File: src/rtl/controlador_transacao.sv
// Vending-machine transaction sequencer: selection, coin accumulation, timed dispense, change/refund.
// Define TROCO_EN to return overpayment after a dispense; undefined, the excess is retained.
module controlador_transacao #(
  parameter int LARGURA_CREDITO = 8,
  parameter int CICLOS_ENTREGA  = 16,
  parameter int CICLOS_TIMEOUT  = 1000
) (
  input  logic                       clk,
  input  logic                       reset,
  input  logic                       sel_valida,
  input  logic [3:0]                 sel_produto,
  input  logic                       estoque_ok,
  input  logic [LARGURA_CREDITO-1:0] preco,
  input  logic                       moeda_valida,
  input  logic [LARGURA_CREDITO-1:0] moeda_valor,
  input  logic                       cancelar,
  output logic [1:0]                 estado,
  output logic [3:0]                 produto_saida,
  output logic [LARGURA_CREDITO-1:0] credito,
  output logic                       entregar,
  output logic                       troco_valido,
  output logic [LARGURA_CREDITO-1:0] troco_valor,
  output logic                       erro_estoque
);

  localparam int W  = LARGURA_CREDITO;
  localparam int TW = (CICLOS_TIMEOUT > 2) ? $clog2(CICLOS_TIMEOUT) : 1;
  localparam int EW = $clog2(CICLOS_ENTREGA + 1);

  typedef enum logic [1:0] {
    OCIOSO    = 2'd0,
    PAGAMENTO = 2'd1,
    ENTREGA   = 2'd2,
    DEVOLUCAO = 2'd3
  } estado_t;

  estado_t         estado_q;
  logic [3:0]      produto_q;
  logic [W-1:0]    preco_q;
  logic [W-1:0]    credito_q;
  logic [W-1:0]    credito_d;
  logic [W-1:0]    troco_valor_q;
  logic [W-1:0]    troco_entrega;
  logic [W:0]      soma;
  logic [TW-1:0]   timer_q;
  logic [EW-1:0]   entrega_q;
  logic            entregar_q;
  logic            troco_valido_q;
  logic            erro_q;

  // Credit including this cycle's coin, saturating at the all-ones value.
  always_comb begin
    soma      = {1'b0, credito_q} + {1'b0, moeda_valor};
    credito_d = credito_q;
    if (moeda_valida) begin
      credito_d = soma[W] ? {W{1'b1}} : soma[W-1:0];
    end
  end

`ifdef TROCO_EN
  assign troco_entrega = credito_d - preco_q;
`else
  assign troco_entrega = '0;
`endif

  always_ff @(posedge clk) begin
    if (reset) begin
      estado_q       <= OCIOSO;
      produto_q      <= '0;
      preco_q        <= '0;
      credito_q      <= '0;
      timer_q        <= '0;
      entrega_q      <= '0;
      entregar_q     <= 1'b0;
      troco_valido_q <= 1'b0;
      troco_valor_q  <= '0;
      erro_q         <= 1'b0;
    end else begin
      // NOTE: strobes default low every cycle so any set below lasts exactly one clock.
      erro_q         <= 1'b0;
      troco_valido_q <= 1'b0;
      troco_valor_q  <= '0;
      case (estado_q)
        OCIOSO: begin
          if (sel_valida) begin
            if (estoque_ok) begin
              produto_q <= sel_produto;
              preco_q   <= preco;
              credito_q <= '0;
              timer_q   <= '0;
              estado_q  <= PAGAMENTO;
            end else begin
              erro_q <= 1'b1;
            end
          end
        end
        PAGAMENTO: begin
          credito_q <= credito_d;
          timer_q   <= moeda_valida ? '0 : timer_q + TW'(1);
          if (credito_q >= preco_q) begin
            entregar_q <= 1'b1;
            entrega_q  <= '0;
            estado_q   <= ENTREGA;
          end else if (cancelar || timer_q == TW'(CICLOS_TIMEOUT - 1)) begin
            troco_valido_q <= (credito_d != '0);
            troco_valor_q  <= credito_d;
            estado_q       <= DEVOLUCAO;
          end
        end
        ENTREGA: begin
          credito_q <= credito_d;
          if (entrega_q == EW'(CICLOS_ENTREGA - 1)) begin
            entregar_q     <= 1'b0;
            troco_valido_q <= (troco_entrega != '0);
            troco_valor_q  <= troco_entrega;
            estado_q       <= DEVOLUCAO;
          end else begin
            entrega_q <= entrega_q + EW'(1);
          end
        end
        DEVOLUCAO: begin
          credito_q <= '0;
          estado_q  <= OCIOSO;
        end
        default: estado_q <= OCIOSO;
      endcase
    end
  end

  assign estado        = estado_q;
  assign produto_saida = produto_q;
  assign credito       = credito_q;
  assign entregar      = entregar_q;
  assign troco_valido  = troco_valido_q;
  assign troco_valor   = troco_valor_q;
  assign erro_estoque  = erro_q;

endmodule

File: config.mk
export PLATFORM = sky130hd
export DESIGN_NAME = controlador_transacao
export DESIGN_NICKNAME = d
export VERILOG_FILES = /design/src/rtl/controlador_transacao.sv
export SDC_FILE = /design/constraint.sdc
export NUM_CORES = 1
export LEC_CHECK = 0
export CELL_PAD_IN_SITES_DETAIL_PLACEMENT = 1
export CELL_PAD_IN_SITES_GLOBAL_PLACEMENT = 1
export CORE_UTILIZATION = 38
export DETAILED_ROUTE_END_ITERATION = 10
export GPL_ROUTABILITY_DRIVEN = 0
export PLACE_DENSITY_LB_ADDON = 0.2
export SYNTH_ARGS = -nofsm -noshare
export SYNTH_HDL_FRONTEND = slang
export SYNTH_SLANG_ARGS = --single-unit
File: constraint.sdc
create_clock -name clk -period 3.45 [get_ports clk]
set_clock_uncertainty 0.15 [all_clocks]
set_input_delay 0.69 -clock clk [delete_from_list [all_inputs] [get_ports clk]]
set_output_delay 0.69 -clock clk [all_outputs]
set_load 0.01 [all_outputs]
Logic cells by family:
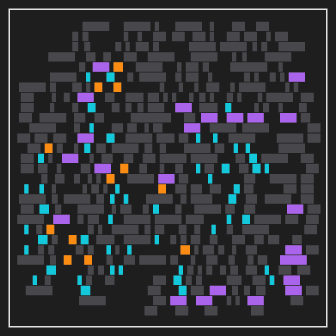
color	family	cells	most used
cyan	NOR gates	49	nor2_1
orange	AND and OR gates	12	and3_1
purple	adder and majority cells	23	ha_1

A small window of the routed layout:
Bar = 10 µm. Region (9, 9) to (34, 34) µm. Cells in gray, sequential cells in the stronger gray; small squares are vias.
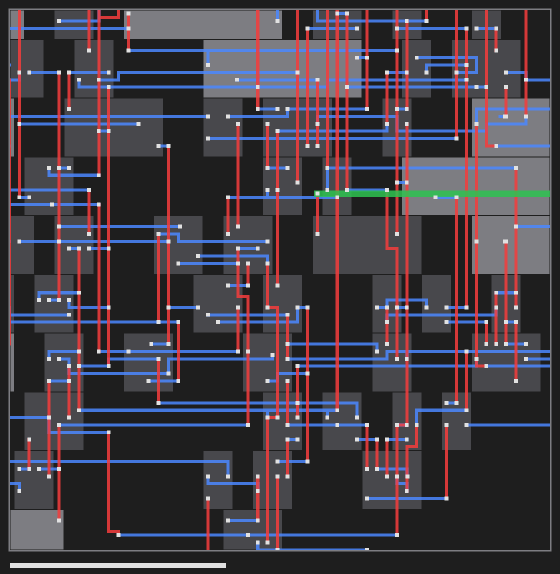
color	layer
red	met2
blue	met1
green	met3
netlist names of flops here include	timer_q (2)
sequential cells in the window	2
most frequent	nor2_1 (6), o21ai_0 (6), and3_1 (4)
cells with their middle in the window	38

==> summary.txt <==
run metrics: worst path cell trace=clkdlybuf4s50_1 -> ha_1 -> fa_1 -> a21o_1 -> a21oi_1 -> o21ai_1 -> o22a_1 -> nor3_1 -> a41oi_2, Synth area leader=dfxtp_1, Peak Freq=333 MHz, Peak VDD IR=0.000298 V, Chip Width=84.6 µm, met2 Track Usage GR=36.8%, vias in the first global route=2518, Hold Crit Class=reg -> reg, CTS sink count=48, Layout fillers=805, post-route setup TNS=0 ns, fraction of layout cells with a size suffix above 1=4.67%, Nets=412, IO buf count=50, Layout Utilization=50.9%, largest net degree at the start of global routing=41, Slowest-stage cell, CP=fa_1, Diodes inserted=0, pwr dens=585 mW/mm², number of enable flip-flop cells=0, pre-CTS WS=0.115 ns, HPWL Detailed=5.23 mm, outcome=complete, but fails checks, Max Cap Viol=0, Fin. Hold Viols=0, FP Util=40.2%, post-route clock period utilization=87.0%, Slew @ Worst Pin=0.660 ns, post-synth cell types=46, FP Rows=29, Synthesized registers=48, post-cts resize count=0, peak fanout along the critical path=8, worst path arrival time=3.03 ns, Layout area overhead=26.9%, RSZ-0062 raised after global routing=no, H-tree depth=2, Via density=5.52, Yosys Chip Area=0.00259 mm², Main area contributors=dfxtp_1 (37%), ha_1 (11%), a21oi_1 (6.8%), nand2_1 (5.5%), nor2_1 (4.2%), CP bufs+invs=1, DRC=4, Final Slew Violations=0, Async SR Flop Fraction=0%, routed wire length=6.88 mm, fin crit period=3.00 ns, via count=2436, GR met1 Demand/Resource=25.7%, Routed wire per std cell=15.6 µm, Most Crowded Layer GR=met2, crit-path max cell delay=0.41 ns, tool warnings=28, core box area=0.00646 mm², Top Ports=51, yosys warns=0, Reg clk slew, reported paths=0.09 ns, Congestion Overflow GR=0, Largest type area fraction=37.0%, full die area=0.00716 mm², TritonRoute pass-1 iters=7, syn nets=362, Flop area=961 µm², Final setup viols=0, failing checks=DRC, Lkg Pwr=1.23 nW, # hold bufs at CTS=0, CP Launch Type=input pin, worst setup margin=0.447 ns, Seq share, synth=37.0%, CTS tree=done, Top delay family on crit path=AND-OR/OR-AND gates, crit path DRT=3.48 ns, TritonCTS Buffers=5, initial antenna violation count=0, DR iter-0 viols=73, Syn Inst Count=313, mapped cell area=0.00259 mm², clock root cell=clkbuf_8, Crit Path Class=in -> reg, post-CTS setup buffer count=0, Synth Flop Type=dfxtp_1, Comb area=0.00153 mm², CTS Buffer Depth=2, Avg Inst Size Synth=8.29 µm², clock latency on the worst-skew pair=0.31 ns, Yosys top cell by instances=dfxtp_1, Slew HR=55.7%, Vert. Die Dim=84.6 µm, first-pass GRT wire length=11.9 mm, CP Capture Type=flop, most frequent cells after synthesis=dfxtp_1 (48), nand2_1 (38), a21oi_1 (35), nor2_1 (29), ha_1 (22)
Sequential cells colored by netlist name:
Bar = 20 µm. Other sequential cells in the stronger gray, the rest of the logic in the fainter gray.
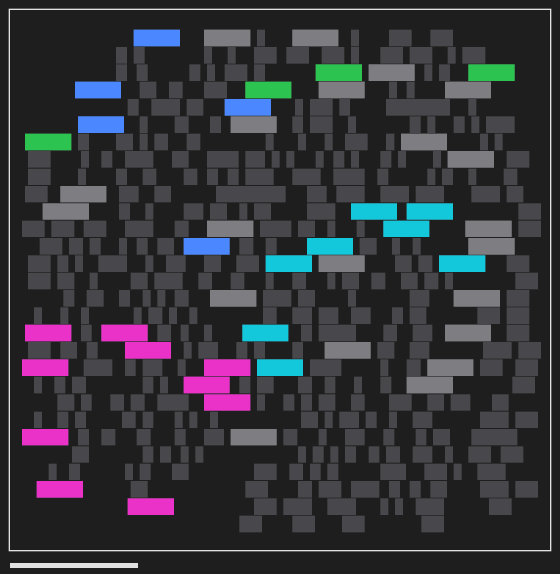
color	name in the netlist	sequential cells
cyan	credito	8
blue	entrega_q	5
magenta	timer_q	10
green	produto_saida	4

Track usage over the die:
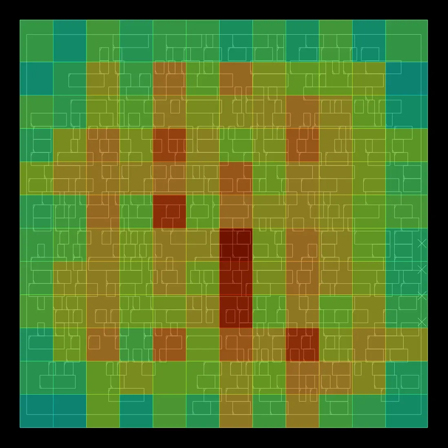
GR Util All Layers: 20.5%
global-route track usage on met3: 3.74%

-- layer usage --
metal  vias to the layer above  routed length (µm)
li1                       1219                   -
met3                         5                 254
met2                        45                3340
met5                         -                   0
met1                      1167                3220
met4                         0                  61
-- sequential cells by signal, summed over array words and instances, names as in the netlist --
signal         cells
credito            8
entrega_q          5
entregar           1
erro_estoque       1
estado             2
preco_q            8
produto_saida      4
timer_q           10
troco_valido       1
troco_valor        8
-- layout by cell type, fill, tap and decap left out, types with 2 or more instances in the layout --
cell type / instances
clkdlybuf4s50_1: 50
dfxtp_1: 48
nand2_1: 38
a21oi_1: 35
nor2_1: 29
ha_1: 22
o21ai_0: 16
inv_1: 14
nor2b_1: 9
and3_1: 7
nand2b_1: 7
nand3_1: 6
a22oi_1: 6
a21o_1: 5
nor3_1: 5
a211oi_1: 5
clkbuf_8: 5
buf_4: 5
o22a_1: 4
a311oi_1: 4
nor3b_1: 4
nand4_1: 3
xnor2_1: 2
o21ai_1: 2
o32ai_1: 2
or4_1: 2
xor2_1: 2
mux2i_1: 2
nor4_1: 2
o21a_1: 2
a31oi_1: 2
nand3b_1: 2
-- area by class of cell --
cell class,instances,share of cell area (%)
Sequential cell,48,29.2
Clock inverter,3,1.41
Clock buffer,5,2.09
Multi-Input combinational cell,239,46.4
Timing Repair Buffer,55,16.3
Inverter,14,1.60
Tap cell,77,2.93
-- logic make-up (layout without fill, tap and decap cells) --
group           count (synthesis)  in the layout  share of synthesized area [%]
compound gates                 93             93                           23.8
xor+xnor                        4              4                           1.35
fa+ha+maj                      23             23                           11.4
buf+inv                        26             77                           4.05
flops                          48             48                           37.0
mux                             2              2                          0.772
simple gates                  117            117                           21.6
-- final timing paths --
check,from,end,slack [ns],cells past startpoint
setup / recovery,moeda_valor[0],troco_valido,0.45,9
hold / removal,produto_saida[3],produto_saida[3],0.31,2
setup reg to reg,credito[0],troco_valido,0.67,8
hold reg to reg,produto_saida[3],produto_saida[3],0.31,2
-- worst reg2reg max path, cell delays in order (launching register included) --
cell       delay, ns
dfxtp_1         0.44
inv_1           0.07
ha_1            0.29
nand2b_1        0.14
a21o_1          0.21
a2111oi_4       0.42
o31ai_2         0.21
or3_1           0.58
a41oi_2         0.21
-- where the power goes --
group | switching, W | leakage [nW] | internal, W
Sequential | 0.0000723 | 0.389 | 0.000618
Combinational | 0.000458 | 0.786 | 0.000359
Clock | 0.000200 | 0.0548 | 0.000218
Total | 0.000730 | 1.23 | 0.00120
-- metrics by stage --
stage / area (µm²) / hold slack (ns) / total power [W] / instances
3_3_place_gp: 3180 / 0.293 / 0.00150 / 433
6_report: 3290 / 0.314 / 0.00193 / 441
2_1_floorplan: 2590 / 0.286 / 0.00123 / 313
3_5_place_dp: 3180 / 0.304 / 0.00153 / 433
5_1_grt: 3290 / 0.333 / 0.00207 / 441
4_1_cts: 3290 / 0.319 / 0.00196 / 441
Power and IR drop assume default switching activity.
